**config.mk**
```make
export PLATFORM = sky130hd
export DESIGN_NAME = uart_receiver
export DESIGN_NICKNAME = d
export VERILOG_FILES = /design/src/rtl/uart_receiver.sv
export SDC_FILE = /design/constraint.sdc
export NUM_CORES = 1
export LEC_CHECK = 0
export ABC_AREA = 1
export CAP_MARGIN = 10
export CORE_AREA = 5 5 59 61
export CTS_CLUSTER_DIAMETER = 150
export DETAILED_ROUTE_END_ITERATION = 8
export DIE_AREA = 0 0 64 66
export PLACE_DENSITY_LB_ADDON = 0.1
export SYNTH_ARGS = -nofsm -noshare
export SYNTH_HDL_FRONTEND = slang
export SYNTH_SLANG_ARGS = --single-unit
```
**constraint.sdc**
```tcl
create_clock -name clk -period 1.8 [get_ports clk]
set_clock_uncertainty 0.05 [all_clocks]
set_input_delay 0.27 -clock clk [delete_from_list [all_inputs] [get_ports clk]]
set_output_delay 0.27 -clock clk [all_outputs]
set_load 0.02 [all_outputs]
```
**src/rtl/uart_receiver.sv**
```systemverilog
// rtl/uart_receiver.sv - 8N1 UART receiver with mid-bit sampling, framing error and break handling
module uart_receiver #(
  parameter int CLKS_PER_BIT = 16,
  parameter int DATA_BITS    = 8
) (
  input  logic                 clk,
  input  logic                 i_reset,
  input  logic                 i_rx,
  output logic [DATA_BITS-1:0] o_data,
  output logic                 o_data_valid,
  output logic                 o_frame_error,
  output logic                 o_busy
);

  localparam int HALF = CLKS_PER_BIT / 2;
  localparam int CW   = $clog2(CLKS_PER_BIT);
  localparam int IW   = $clog2(DATA_BITS);

  localparam logic [CW-1:0] C_HALF_M1 = CW'(HALF - 1);
  localparam logic [CW-1:0] C_LAST    = CW'(CLKS_PER_BIT - 1);
  localparam logic [IW-1:0] I_LAST    = IW'(DATA_BITS - 1);

  typedef enum logic [2:0] {
    S_IDLE,
    S_START,
    S_DATA,
    S_STOP,
    S_BREAK
  } state_t;

  state_t               r_state;
  logic [1:0]           r_sync;
  logic [CW-1:0]        r_cnt;
  logic [IW-1:0]        r_idx;
  logic [DATA_BITS-1:0] r_shift;
  logic                 w_rx_s;

  assign w_rx_s = r_sync[1];
  assign o_busy = (r_state != S_IDLE);

  always_ff @(posedge clk) begin
    if (i_reset) begin
      r_state       <= S_IDLE;
      r_sync        <= 2'b11;
      r_cnt         <= '0;
      r_idx         <= '0;
      r_shift       <= '0;
      o_data        <= '0;
      o_data_valid  <= 1'b0;
      o_frame_error <= 1'b0;
    end else begin
      r_sync        <= {r_sync[0], i_rx};
      o_data_valid  <= 1'b0;
      o_frame_error <= 1'b0;
      case (r_state)
        S_IDLE: begin
          r_cnt <= '0;
          if (!w_rx_s) r_state <= S_START;
        end
        S_START: begin
          // Re-check the line half a bit in to reject short glitches.
          if (r_cnt == C_HALF_M1) begin
            r_cnt <= '0;
            r_idx <= '0;
            r_state <= w_rx_s ? S_IDLE : S_DATA;
          end else begin
            r_cnt <= r_cnt + 1'b1;
          end
        end
        S_DATA: begin
          if (r_cnt == C_LAST) begin
            r_cnt   <= '0;
            r_shift <= {w_rx_s, r_shift[DATA_BITS-1:1]};
            if (r_idx == I_LAST) begin
              r_state <= S_STOP;
            end else begin
              r_idx <= r_idx + 1'b1;
            end
          end else begin
            r_cnt <= r_cnt + 1'b1;
          end
        end
        S_STOP: begin
          if (r_cnt == C_LAST) begin
            r_cnt <= '0;
            if (w_rx_s) begin
              o_data       <= r_shift;
              o_data_valid <= 1'b1;
              r_state      <= S_IDLE;
            end else begin
              o_frame_error <= 1'b1;
              r_state       <= S_BREAK;
            end
          end else begin
            r_cnt <= r_cnt + 1'b1;
          end
        end
        S_BREAK: begin
          // A held-low line must return high before another start is accepted.
          if (w_rx_s) r_state <= S_IDLE;
        end
        default: r_state <= S_IDLE;
      endcase
    end
  end

endmodule

```
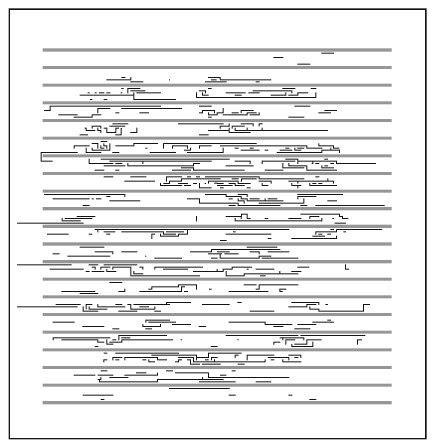
*The metal 1 layer, run 1*
Supply wires on this layer in grey.
The layer carries 1300 µm of wire. The longest straight run is 29.9 µm. 191 nets have wire on it.

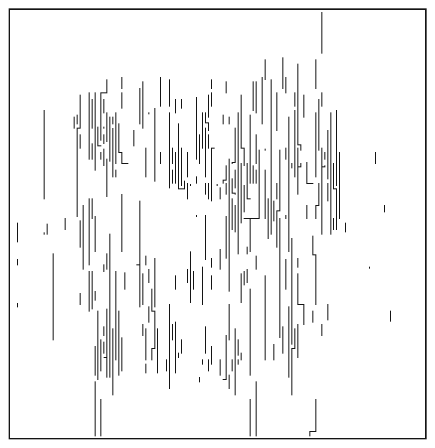
*Signal wires on met2, run 1*
The longest straight run is 23.8 µm. The layer carries 1220 µm of wire. 150 nets have wire on it. The layer holds 45% of the routed length. The wires run mostly vertical.

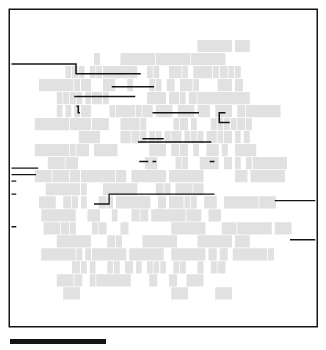
*Metal 3, run 1*
Bar = 20 µm.
The layer carries 140 µm of wire. 13 nets have wire on it.
met3 layer usage reported by global route: 5.782%
routed via count: 1160
total wire length: 2691 µm

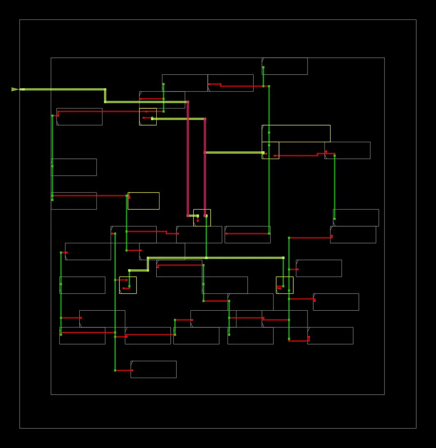
*Clock nets, run 1*
Late-Pin Clk Latency: 330 ps
final sequential cell count: 30

==> run_summary.xml, run 1 <==
<?xml version="1.0" encoding="UTF-8"?>
<metrics>
  <group name="drt">
    <metric name="drc" unit="">0</metric>
    <metric name="drtPass1Iterations" unit="">4</metric>
    <metric name="initial_drc_count" unit="">78</metric>
    <metric name="avgViaCountPerCell" unit="">5.000</metric>
  </group>
  <group name="cells_and_area">
    <metric name="logic_area" unit="µm²">680.7</metric>
    <metric name="n_fill_cell" unit="">270</metric>
    <metric name="antennaDiodeCount" unit="">0</metric>
    <metric name="syn2layout_area_growth" unit="%">18.68</metric>
    <metric name="area.sequential" unit="µm²">600.6</metric>
    <metric name="final_layout_top_logic_cells" unit="">sky130_fd_sc_hd__nor2_1, sky130_fd_sc_hd__dfxtp_1, sky130_fd_sc_hd__nand2_1</metric>
    <metric name="layout-drive-gt1-share" unit="%">18.09</metric>
    <metric name="fin_area" unit="µm²">1645</metric>
  </group>
  <group name="sta">
    <metric name="report.final.setup_viol" unit="">0</metric>
    <metric name="ratio_of_final_minimum_period_to_clock_period" unit="%">91.47</metric>
    <metric name="fmax" unit="MHz">607.4</metric>
    <metric name="relative_slew_slack" unit="%">82.98</metric>
    <metric name="finalHoldViolCount" unit="">0</metric>
    <metric name="setup_total_negative_slack" unit="ps">0</metric>
    <metric name="grt_setup_unrepaired" unit="">no</metric>
    <metric name="max_slew.worst_pin.slew" unit="ps">252.6</metric>
    <metric name="worst_slack" unit="ps">153.5</metric>
  </group>
  <group name="job">
    <metric name="number_of_openroad_warnings" unit="">26</metric>
    <metric name="max_cap_viol_count" unit="">0</metric>
  </group>
  <group name="run_status">
    <metric name="run_status" unit="">completed</metric>
  </group>
  <group name="logic_synthesis">
    <metric name="synth_area" unit="µm²">1386</metric>
    <metric name="synth_adder_area_share" unit="%">2.708</metric>
    <metric name="synth_stat.cells" unit="">178</metric>
    <metric name="number_of_distinct_standard_cells_referenced_by_the_synthesized_netlist" unit="">30</metric>
    <metric name="register_area_share_after_synthesis" unit="%">43.32</metric>
    <metric name="synth.ff_latch_count" unit="">30</metric>
    <metric name="synth_top_cell_by_area" unit="">sky130_fd_sc_hd__dfxtp_1</metric>
    <metric name="yosys.area_share.simple" unit="%">33.57</metric>
    <metric name="mux_area_share" unit="%">0</metric>
    <metric name="yosysTopAreaCellShare" unit="%">43.32</metric>
    <metric name="synthesis.yosys.warnings" unit="">0</metric>
    <metric name="netlist_top_cells_area" unit="">sky130_fd_sc_hd__dfxtp_1, sky130_fd_sc_hd__nor2_1, sky130_fd_sc_hd__nand2_1</metric>
    <metric name="synth_nets" unit="">184</metric>
    <metric name="area_fraction_in_xor_and_xnor_cells" unit="%">0.6318</metric>
  </group>
  <group name="critical_path">
    <metric name="crit_path_class" unit="">register to primary output</metric>
    <metric name="end_kind" unit="">primary output</metric>
    <metric name="cpPeakStageDelay" unit="ps">350</metric>
    <metric name="crit_path_cell_trace" unit="">inv_4, nand2_4, nor2_1, inv_1, dlygate4sd2_1</metric>
    <metric name="cp.arrival" unit="ps">1330</metric>
    <metric name="critPathSlowestCell" unit="">sky130_fd_sc_hd__dfxtp_1</metric>
    <metric name="critical_path_required" unit="ps">1480</metric>
  </group>
  <group name="clock_tree">
    <metric name="post_cts.repair.setup_buffers" unit="">0</metric>
    <metric name="clock_tree.root_cell" unit="">sky130_fd_sc_hd__clkbuf_4</metric>
    <metric name="max-clock-path-buffers" unit="">2</metric>
    <metric name="cts_buffers" unit="">5</metric>
    <metric name="cts_num_sinks" unit="">30</metric>
    <metric name="cts_max_level" unit="">2</metric>
    <metric name="clkTransAtPathRegs" unit="ps">100</metric>
    <metric name="tritoncts_clock_tree" unit="">yes</metric>
  </group>
  <group name="global_route">
    <metric name="overflow" unit="">0</metric>
    <metric name="global_route_wire_length_before_repair" unit="µm">4843</metric>
    <metric name="gr-usage-all-layers" unit="%">14.73</metric>
    <metric name="antenna_found_initial" unit="">0</metric>
    <metric name="vias_in_the_first_global_route" unit="">1107</metric>
    <metric name="grt_max_degree" unit="">21</metric>
  </group>
  <group name="power">
    <metric name="maximum_ir_drop_on_the_vdd_rail" unit="mV">1.046</metric>
    <metric name="power.density" unit="nW/µm²">1326</metric>
  </group>
  <group name="worst_hold_path">
    <metric name="hold_path.class" unit="">register to register</metric>
  </group>
  <group name="placed_design">
    <metric name="numPortBuffers" unit="">13</metric>
    <metric name="dpl.hpwl" unit="µm">1892</metric>
    <metric name="placedInstanceArea" unit="µm²">1565</metric>
  </group>
  <group name="floorplan">
    <metric name="fp-row-count" unit="">20</metric>
    <metric name="core_area" unit="µm²">2928</metric>
    <metric name="top_level_ports" unit="">14</metric>
    <metric name="design.die.area" unit="µm²">4224</metric>
    <metric name="fp.dieH" unit="µm">66</metric>
  </group>
</metrics>
run 1: routing by layer:
metal	wire, µm	vias to the layer above	global-route usage (%)
li1	-	613	-
met1	1297	515	17.78
met2	1216	25	22.61
met3	139	7	5.782
met4	38	0	7.273
met5	0	-	0
run 1: flip-flops by register name, indices dropped and copies added (netlist names):
name           flops
o_data_valid       1
r_sync             2
o_data             8
r_idx              3
r_state            3
r_cnt              4
o_frame_error      1
r_shift            8
run 1: critical path, delay by kind of cell (launching register included):
family | cells | cell delay [ps]
DFF | 1 | 350
buffers and inverters | 3 | 470
and+or+nand+nor | 2 | 190
run 1: path summary, 6_finish.rpt:
check	startpoint	slack (ps)	cells past startpoint	endpoint
worst max-delay path	r_state[2]	150	5	o_busy
worst min-delay path	r_sync[0]	360	1	r_sync[1]
worst max register to register	r_cnt[0]	270	6	o_data[6]
worst min register to register	r_sync[0]	360	1	r_sync[1]
run 1: repair_timing:
action                     CTS  global route
setup endpoints to repair    1             0
hold buffers                 0             0
gates resized                1             0
run 1: final cells by class:
| type | count | area share (%) |
|---|---|---|
| Sequential cell | 30 | 36.50 |
| Tap cell | 33 | 2.510 |
| Inverter | 17 | 4.106 |
| Clock inverter | 1 | 1.825 |
| Timing Repair Buffer | 19 | 10.57 |
| Multi-Input combinational cell | 126 | 41.37 |
| Clock buffer | 6 | 3.118 |
run 1: cells in the mapped netlist:
cell / number
sky130_fd_sc_hd__nor2_1: 40
sky130_fd_sc_hd__dfxtp_1: 30
sky130_fd_sc_hd__nand2_1: 26
sky130_fd_sc_hd__o21ai_0: 16
sky130_fd_sc_hd__inv_1: 14
sky130_fd_sc_hd__a21oi_1: 7
sky130_fd_sc_hd__nand2_4: 5
sky130_fd_sc_hd__nand3_2: 5
sky130_fd_sc_hd__nand3_1: 4
sky130_fd_sc_hd__nand4_1: 4
sky130_fd_sc_hd__ha_1: 3
sky130_fd_sc_hd__a21oi_2: 2
sky130_fd_sc_hd__buf_6: 2
sky130_fd_sc_hd__nor2_2: 2
sky130_fd_sc_hd__o21ai_2: 2
sky130_fd_sc_hd__or2_2: 2
sky130_fd_sc_hd__a31oi_1: 1
sky130_fd_sc_hd__buf_1: 1
sky130_fd_sc_hd__buf_4: 1
sky130_fd_sc_hd__clkbuf_1: 1
sky130_fd_sc_hd__clkinv_2: 1
sky130_fd_sc_hd__inv_2: 1
sky130_fd_sc_hd__inv_4: 1
sky130_fd_sc_hd__nor2_8: 1
sky130_fd_sc_hd__nor3_1: 1
sky130_fd_sc_hd__nor3_2: 1
sky130_fd_sc_hd__nor4_1: 1
sky130_fd_sc_hd__o211ai_1: 1
sky130_fd_sc_hd__o21ai_1: 1
sky130_fd_sc_hd__xor2_1: 1
run 1: power by group:
group          switching (W)  total [W]  internal (W)
Combinational       0.000532   0.000843      0.000312
Sequential         0.0000467   0.000784      0.000737
Clock               0.000231   0.000555      0.000323
run 1: through the flow:
stage | hold WS [ps] | utilization [%] | instances
floorplan | 323.8 | - | 178
global placement | 344.0 | 53.46 | 225
detailed placement | 343.2 | 53.46 | 225
CTS | 362.3 | 56.20 | 232
global route | 371.9 | 56.20 | 232
finish | 360.0 | 56.20 | 232
==> run 2, diff against run 1 <==
--- a/config.mk
+++ b/config.mk
@@ -15,3 +15,4 @@
 export SYNTH_ARGS = -nofsm -noshare
 export SYNTH_HDL_FRONTEND = slang
 export SYNTH_SLANG_ARGS = --single-unit
+export TNS_END_PERCENT = 1
==> run 2 against run 1 <==
Against the previous run: non-clock buffer count stayed put; power stayed put; die size stayed put; global-route usage stayed put; core utilization stayed put; sequential power hardly changed; worst hold slack stayed put; synthesized cell count stayed put; register-to-register slack hardly changed; synthesized area stayed put; fmax stayed put; largest power group unchanged.
==> run_summary.xml, run 2 <==
<?xml version="1.0" encoding="UTF-8"?>
<metrics>
  <group name="run_status">
    <metric name="run_status" unit="">completed</metric>
  </group>
  <group name="power">
    <metric name="maximum_ir_drop_on_the_vdd_rail" unit="mV">1.046</metric>
    <metric name="sequentialPowerShare" unit="%">35.9</metric>
    <metric name="power_frac_clock" unit="%">25.4</metric>
    <metric name="power.density" unit="nW/µm²">1326</metric>
    <metric name="internal_power" unit="W">0.001372</metric>
    <metric name="combPwrFrac" unit="%">38.7</metric>
    <metric name="p_switching" unit="W">0.0008097</metric>
  </group>
  <group name="sta">
    <metric name="report.final.setup_viol" unit="">0</metric>
    <metric name="fmax" unit="MHz">607.4</metric>
    <metric name="grt_setup_unrepaired" unit="">no</metric>
    <metric name="finalHoldViolCount" unit="">0</metric>
    <metric name="relative_slew_slack" unit="%">82.98</metric>
    <metric name="setup_total_negative_slack" unit="ps">0</metric>
    <metric name="ratio_of_final_minimum_period_to_clock_period" unit="%">91.47</metric>
    <metric name="max_slew.worst_pin.slew" unit="ps">252.6</metric>
    <metric name="whs" unit="ps">360.0</metric>
  </group>
  <group name="logic_synthesis">
    <metric name="synth_stat.cells" unit="">178</metric>
    <metric name="register_area_share_after_synthesis" unit="%">43.32</metric>
    <metric name="common_cells" unit="">sky130_fd_sc_hd__nor2_1, sky130_fd_sc_hd__dfxtp_1, sky130_fd_sc_hd__nand2_1</metric>
    <metric name="synth_area" unit="µm²">1386</metric>
    <metric name="number_of_distinct_standard_cells_referenced_by_the_synthesized_netlist" unit="">30</metric>
    <metric name="top_reg_cell_synth" unit="">sky130_fd_sc_hd__dfxtp_1</metric>
    <metric name="flip_flops_with_a_built_in_enable" unit="">0</metric>
    <metric name="async_reset_ff_share" unit="%">0</metric>
    <metric name="yosys.area_share.simple" unit="%">33.57</metric>
    <metric name="area_fraction_in_xor_and_xnor_cells" unit="%">0.6318</metric>
    <metric name="synthesis.yosys.warnings" unit="">0</metric>
    <metric name="netlist_top_cells_area" unit="">sky130_fd_sc_hd__dfxtp_1, sky130_fd_sc_hd__nor2_1, sky130_fd_sc_hd__nand2_1</metric>
    <metric name="mux_area_share" unit="%">0</metric>
    <metric name="top_cell" unit="">sky130_fd_sc_hd__nor2_1</metric>
    <metric name="synth_top_cell_by_area" unit="">sky130_fd_sc_hd__dfxtp_1</metric>
    <metric name="synth_nets" unit="">184</metric>
    <metric name="yosysTopAreaCellShare" unit="%">43.32</metric>
  </group>
  <group name="clock_tree">
    <metric name="post_cts.repair.setup_buffers" unit="">0</metric>
    <metric name="max-clock-path-buffers" unit="">2</metric>
    <metric name="cts_max_level" unit="">2</metric>
    <metric name="clkTransAtPathRegs" unit="ps">100</metric>
    <metric name="clk_latency" unit="ps">330</metric>
    <metric name="clock_tree.root_cell" unit="">sky130_fd_sc_hd__clkbuf_4</metric>
    <metric name="tritoncts_clock_tree" unit="">yes</metric>
  </group>
  <group name="drt">
    <metric name="routed-via-count" unit="">1160</metric>
    <metric name="totalWireLength" unit="µm">2691</metric>
    <metric name="initial_drc_count" unit="">78</metric>
    <metric name="ant_nets" unit="">0</metric>
    <metric name="avgViaCountPerCell" unit="">5.000</metric>
    <metric name="drc" unit="">0</metric>
    <metric name="avgRoutedWirePerCell" unit="µm">11.60</metric>
  </group>
  <group name="critical_path">
    <metric name="critical_path_required" unit="ps">1480</metric>
    <metric name="cp.arrival" unit="ps">1330</metric>
    <metric name="end_kind" unit="">primary output</metric>
  </group>
  <group name="cells_and_area">
    <metric name="n_fill_cell" unit="">270</metric>
    <metric name="largestRegisters" unit="">o_data: 8 flops, r_shift: 8 flops, r_cnt: 4 flops</metric>
    <metric name="finalNonFillerCells" unit="">232</metric>
    <metric name="final_layout_top_logic_cells" unit="">sky130_fd_sc_hd__nor2_1, sky130_fd_sc_hd__dfxtp_1, sky130_fd_sc_hd__nand2_1</metric>
    <metric name="syn2layout_area_growth" unit="%">18.68</metric>
    <metric name="antennaDiodeCount" unit="">0</metric>
    <metric name="layout-drive-gt1-share" unit="%">18.09</metric>
  </group>
  <group name="global_route">
    <metric name="overflow" unit="">0</metric>
    <metric name="gr-max-usage-layer" unit="">met2</metric>
    <metric name="met3_layer_usage_reported_by_global_route" unit="%">5.782</metric>
    <metric name="gr-usage-all-layers" unit="%">14.73</metric>
    <metric name="global_route.usage.met1" unit="%">17.78</metric>
    <metric name="global_route_wire_length_before_repair" unit="µm">4843</metric>
    <metric name="vias_in_the_first_global_route" unit="">1107</metric>
    <metric name="antenna_found_initial" unit="">0</metric>
  </group>
  <group name="floorplan">
    <metric name="core_area" unit="µm²">2928</metric>
    <metric name="top_level_ports" unit="">14</metric>
    <metric name="design.die.area" unit="µm²">4224</metric>
    <metric name="fp.dieH" unit="µm">66</metric>
    <metric name="fp-row-count" unit="">20</metric>
  </group>
  <group name="job">
    <metric name="number_of_openroad_warnings" unit="">26</metric>
  </group>
  <group name="worst_hold_path">
    <metric name="hold_path.class" unit="">register to register</metric>
  </group>
  <group name="placed_design">
    <metric name="post-place-cells" unit="">225</metric>
  </group>
</metrics>
run 2: cell counts after synthesis:
Identical to the previous run, type by type.
run 2: cell families (layout without fill, tap and decap cells):
group,count (synthesis),in the layout
buffers and inverters,22,43
xor gates and xnor gates,1,1
DFF,30,30
AOI/OAI and AO/OA,30,30
and+or+nand+nor,92,92
adders and majority gates,3,3
run 2: power by group through the flow:
stage	registers (W)	logic, W	clock network [W]
6_report	0.000784	0.000843	0.000555
5_1_grt	0.000795	0.000958	0.000599
4_1_cts	0.000784	0.000848	0.000569
3_5_place_dp	0.000798	0.000860	0
3_3_place_gp	0.000793	0.000838	0
2_1_floorplan	0.000794	0.000679	0
run 2: path summary, 6_finish.rpt:
kind / end / from / depth (start not counted) / slack [ps]
worst max-delay path: o_busy / r_state[2] / 5 / 150
worst min-delay path: r_sync[1] / r_sync[0] / 1 / 360
worst min register to register: r_sync[1] / r_sync[0] / 1 / 360
worst max register to register: o_data[6] / r_cnt[0] / 6 / 270
run 2: final cells by class:
type                            count  area (µm²)  share of cell area (%)
Sequential cell                    30       600.6                   36.50
Timing Repair Buffer               19       173.9                   10.57
Multi-Input combinational cell    126       680.7                   41.37
Inverter                           17       67.56                   4.106
Clock buffer                        6       51.30                   3.118
Clock inverter                      1       30.03                   1.825
Tap cell                           33       41.29                   2.510
run 2: what timing repair did:
action                                  in CTS  in global routing
gates resized                                1                  0
hold buffers                                 0                  0
endpoints found under the setup margin       1                  0
run 2: stage by stage:
step	setup WS (ps)	area (µm²)
floorplan	473.5	1386
global placement	280.6	1565
detailed placement	259.6	1565
CTS	128.0	1645
global route	61.78	1645
finish	153.5	1645
run 2: layer usage:
metal	wire length (µm)	up-vias
li1	-	613
met1	1297	515
met2	1216	25
met3	139	7
met4	38	0
met5	0	-
run 2: worst max-delay path: stages (launching register included):
cell	delay, ps
sky130_fd_sc_hd__dfxtp_1	350
sky130_fd_sc_hd__inv_4	110
sky130_fd_sc_hd__nand2_4	70
sky130_fd_sc_hd__nor2_1	120
sky130_fd_sc_hd__inv_1	50
sky130_fd_sc_hd__dlygate4sd2_1	310
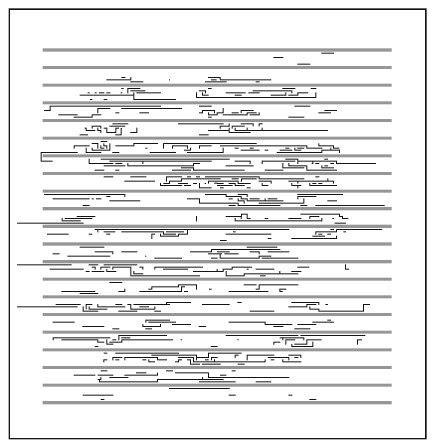
*The metal 1 layer, run 2*
Supply wires on this layer in grey.
The wires run mostly horizontal. The layer holds 48% of the routed length.

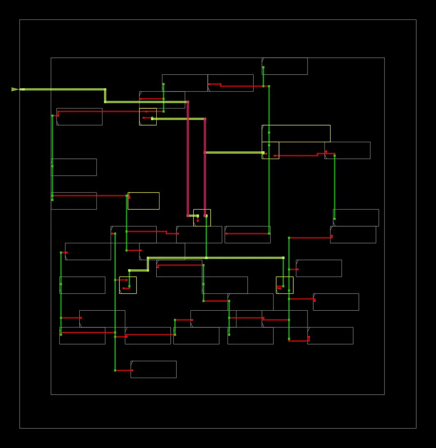
*Clock nets, run 2*
Clock Sink Count: 30
number of clock buffer instances in the layout: 6
cts bufs inserted: 5
power in the clock group: 0.000555 W

==> run 3, diff against run 2 <==
--- a/config.mk
+++ b/config.mk
@@ -12,6 +12,7 @@
 export DETAILED_ROUTE_END_ITERATION = 8
 export DIE_AREA = 0 0 64 66
 export PLACE_DENSITY_LB_ADDON = 0.1
+export SKIP_CTS_REPAIR_TIMING = 1
 export SYNTH_ARGS = -nofsm -noshare
 export SYNTH_HDL_FRONTEND = slang
 export SYNTH_SLANG_ARGS = --single-unit
==> run 3 against run 2 <==
Against the previous run: fmax increased by 1.9%; first-iteration DRC count is the same; die size stayed put; via count is the same; core utilization rose by 0.13 points; sequential share of layout area decreased by 0.083 points; synthesized cell count did not move; clock power hardly changed; sequential cell count unchanged; global-route usage unchanged; largest cell class unchanged; highest routed layer unchanged.
==> run_summary.xml, run 3 <==
<?xml version="1.0" encoding="UTF-8"?>
<metrics>
  <group name="run_status">
    <metric name="run_status" unit="">completed</metric>
  </group>
  <group name="logic_synthesis">
    <metric name="synth_nets" unit="">184</metric>
    <metric name="synth_area" unit="µm²">1386</metric>
    <metric name="synth_top_cell_by_area" unit="">sky130_fd_sc_hd__dfxtp_1</metric>
    <metric name="netlist_top_cells_area" unit="">sky130_fd_sc_hd__dfxtp_1, sky130_fd_sc_hd__nor2_1, sky130_fd_sc_hd__nand2_1</metric>
    <metric name="top_reg_cell_synth" unit="">sky130_fd_sc_hd__dfxtp_1</metric>
    <metric name="postSynthCellCount" unit="">178</metric>
    <metric name="synthesis.yosys.warnings" unit="">0</metric>
    <metric name="register_area_share_after_synthesis" unit="%">43.32</metric>
    <metric name="flip_flops_with_a_built_in_enable" unit="">0</metric>
    <metric name="async_reset_ff_share" unit="%">0</metric>
    <metric name="yosysTopAreaCellShare" unit="%">43.32</metric>
    <metric name="synth_stat.cells" unit="">178</metric>
    <metric name="common_cells" unit="">sky130_fd_sc_hd__nor2_1, sky130_fd_sc_hd__dfxtp_1, sky130_fd_sc_hd__nand2_1</metric>
    <metric name="number_of_distinct_standard_cells_referenced_by_the_synthesized_netlist" unit="">30</metric>
    <metric name="top_cell" unit="">sky130_fd_sc_hd__nor2_1</metric>
  </group>
  <group name="cells_and_area">
    <metric name="n_fill_cell" unit="">268</metric>
    <metric name="antennaDiodeCount" unit="">0</metric>
    <metric name="largestRegisters" unit="">o_data: 8 flops, r_shift: 8 flops, r_cnt: 4 flops</metric>
    <metric name="final_layout_top_logic_cells" unit="">sky130_fd_sc_hd__nor2_1, sky130_fd_sc_hd__dfxtp_1, sky130_fd_sc_hd__nand2_1</metric>
    <metric name="lay_top_count" unit="">sky130_fd_sc_hd__nor2_1</metric>
    <metric name="layout-drive-gt1-share" unit="%">18.09</metric>
    <metric name="syn2layout_area_growth" unit="%">18.95</metric>
  </group>
  <group name="clock_tree">
    <metric name="cts_max_level" unit="">2</metric>
    <metric name="clk_latency" unit="ps">330</metric>
    <metric name="clock_tree.root_cell" unit="">sky130_fd_sc_hd__clkbuf_4</metric>
    <metric name="max-clock-path-buffers" unit="">2</metric>
    <metric name="tritoncts_clock_tree" unit="">yes</metric>
    <metric name="clkTransAtPathRegs" unit="ps">100</metric>
    <metric name="cts_num_sinks" unit="">30</metric>
  </group>
  <group name="floorplan">
    <metric name="fp.dieH" unit="µm">66</metric>
    <metric name="fp-row-count" unit="">20</metric>
    <metric name="top_level_ports" unit="">14</metric>
    <metric name="design.die.area" unit="µm²">4224</metric>
    <metric name="die.size.x" unit="µm">64</metric>
    <metric name="core_area" unit="µm²">2928</metric>
  </group>
  <group name="worst_hold_path">
    <metric name="hold_path.class" unit="">register to register</metric>
  </group>
  <group name="sta">
    <metric name="fmax" unit="MHz">618.8</metric>
    <metric name="ratio_of_final_minimum_period_to_clock_period" unit="%">89.78</metric>
    <metric name="grt_setup_unrepaired" unit="">no</metric>
    <metric name="whs" unit="ps">360.0</metric>
    <metric name="max_slew.worst_pin.slew" unit="ps">252.6</metric>
    <metric name="relative_slew_slack" unit="%">82.98</metric>
    <metric name="report.final.setup_viol" unit="">0</metric>
    <metric name="setup_total_negative_slack" unit="ps">0</metric>
    <metric name="finalHoldViolCount" unit="">0</metric>
  </group>
  <group name="drt">
    <metric name="routed-via-count" unit="">1160</metric>
    <metric name="avgViaCountPerCell" unit="">5.000</metric>
    <metric name="totalWireLength" unit="µm">2690</metric>
    <metric name="avgRoutedWirePerCell" unit="µm">11.59</metric>
  </group>
  <group name="global_route">
    <metric name="global_route_wire_length_before_repair" unit="µm">4843</metric>
    <metric name="gr-usage-all-layers" unit="%">14.73</metric>
    <metric name="vias_in_the_first_global_route" unit="">1107</metric>
    <metric name="antenna_found_initial" unit="">0</metric>
  </group>
  <group name="power">
    <metric name="power.density" unit="nW/µm²">1328</metric>
    <metric name="maximum_ir_drop_on_the_vdd_rail" unit="mV">1.046</metric>
  </group>
  <group name="critical_path">
    <metric name="end_kind" unit="">primary output</metric>
    <metric name="crit_path_cell_trace" unit="">clkdlybuf4s50_1</metric>
    <metric name="cpLargestDelayFamily" unit="">buffers and inverters</metric>
    <metric name="critPathBufInv" unit="">1</metric>
    <metric name="critPathSlowestCell" unit="">sky130_fd_sc_hd__clkdlybuf4s50_1</metric>
    <metric name="critical_path_required" unit="ps">1480</metric>
    <metric name="cpPeakStageDelay" unit="ps">610</metric>
  </group>
  <group name="job">
    <metric name="number_of_openroad_warnings" unit="">26</metric>
    <metric name="max_cap_viol_count" unit="">0</metric>
  </group>
</metrics>
[run 3: logic make-up after synthesis]
group | count (synthesis) | synth area share [%]
buf+inv | 22 | 7.580
fa+ha+maj | 3 | 2.708
xor+xnor | 1 | 0.6319
flops | 30 | 43.32
compound gates | 30 | 12.18
simple gates | 92 | 33.57
[run 3: layout make-up]
type	count	area, µm²	share of cell area [%]
clock buffer	6	51.30	3.111
clock inverter	1	30.03	1.821
inverter	17	67.56	4.097
multi-input combinational	126	680.7	41.27
sequential	30	600.6	36.42
tap	33	41.29	2.504
timing repair buffer	19	177.7	10.77
[run 3: final timing paths]
check / from / endpoint / slack [ps] / depth (start not counted)
min reg2reg: r_sync[0] / r_sync[1] / 360 / 1
max: o_data[7] / o_data[7] / 180 / 1
min: r_sync[0] / r_sync[1] / 360 / 1
max reg2reg: r_cnt[0] / o_data[6] / 270 / 6
[run 3: layer usage]
metal,share of wire (%),GRT usage (%)
met3,5.2,5.782
met4,1.4,7.273
met2,45,22.61
met1,48,17.78
met5,0,0
[run 3: metrics by stage]
| step | area (µm²) | std cells | util (%) | power (W) | worst slack, ps |
|---|---|---|---|---|---|
| 6_report | 1649 | 232 | 56.32 | 0.002190 | 183.9 |
| 2_1_floorplan | 1386 | 178 | - | 0.001474 | 473.5 |
| 4_1_cts | 1647 | 232 | 56.24 | 0.002214 | -110.7 |
| 5_1_grt | 1649 | 232 | 56.32 | 0.002362 | 125.9 |
| 3_3_place_gp | 1565 | 225 | 53.46 | 0.001631 | 280.6 |
| 3_5_place_dp | 1565 | 225 | 53.46 | 0.001658 | 259.6 |
[run 3: worst register-to-register path, cell delays in order (launching register included)]
cell                      delay (ps)
sky130_fd_sc_hd__dfxtp_1         390
sky130_fd_sc_hd__ha_1            250
sky130_fd_sc_hd__nand3_2         160
sky130_fd_sc_hd__nor3_2          210
sky130_fd_sc_hd__buf_4           210
sky130_fd_sc_hd__o21ai_0          90
sky130_fd_sc_hd__nor2_1          110
[run 3: where the power goes]
part / switching [W] / internal [W]
sequential: 0.0000467 / 0.000737
combinational: 0.000531 / 0.000321
clock: 0.000231 / 0.000323
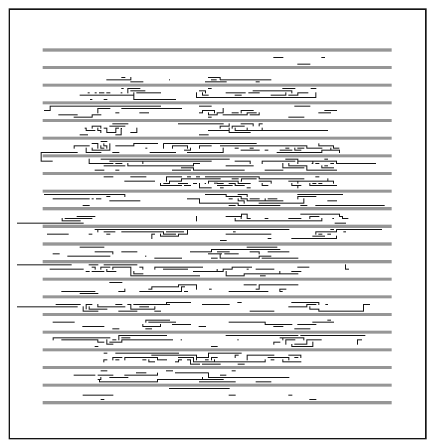
*The metal 1 layer, run 3*
Supply wires on this layer in grey.
The layer holds 48% of the routed length. The layer carries 1300 µm of wire. 191 nets have wire on it.

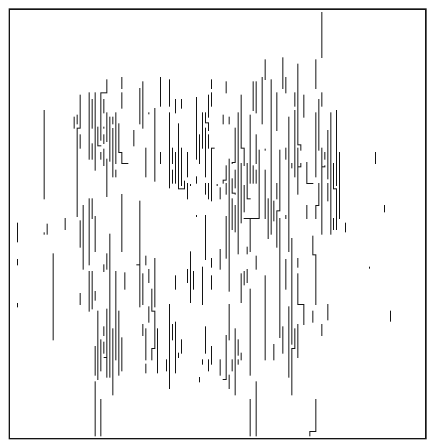
*Signal wires on met2, run 3*
The layer holds 45% of the routed length. The layer carries 1220 µm of wire. The longest straight run is 23.8 µm. 150 nets have wire on it. The wires run mostly vertical.

No activity file was given, so power comes from the tool's default toggle rates.
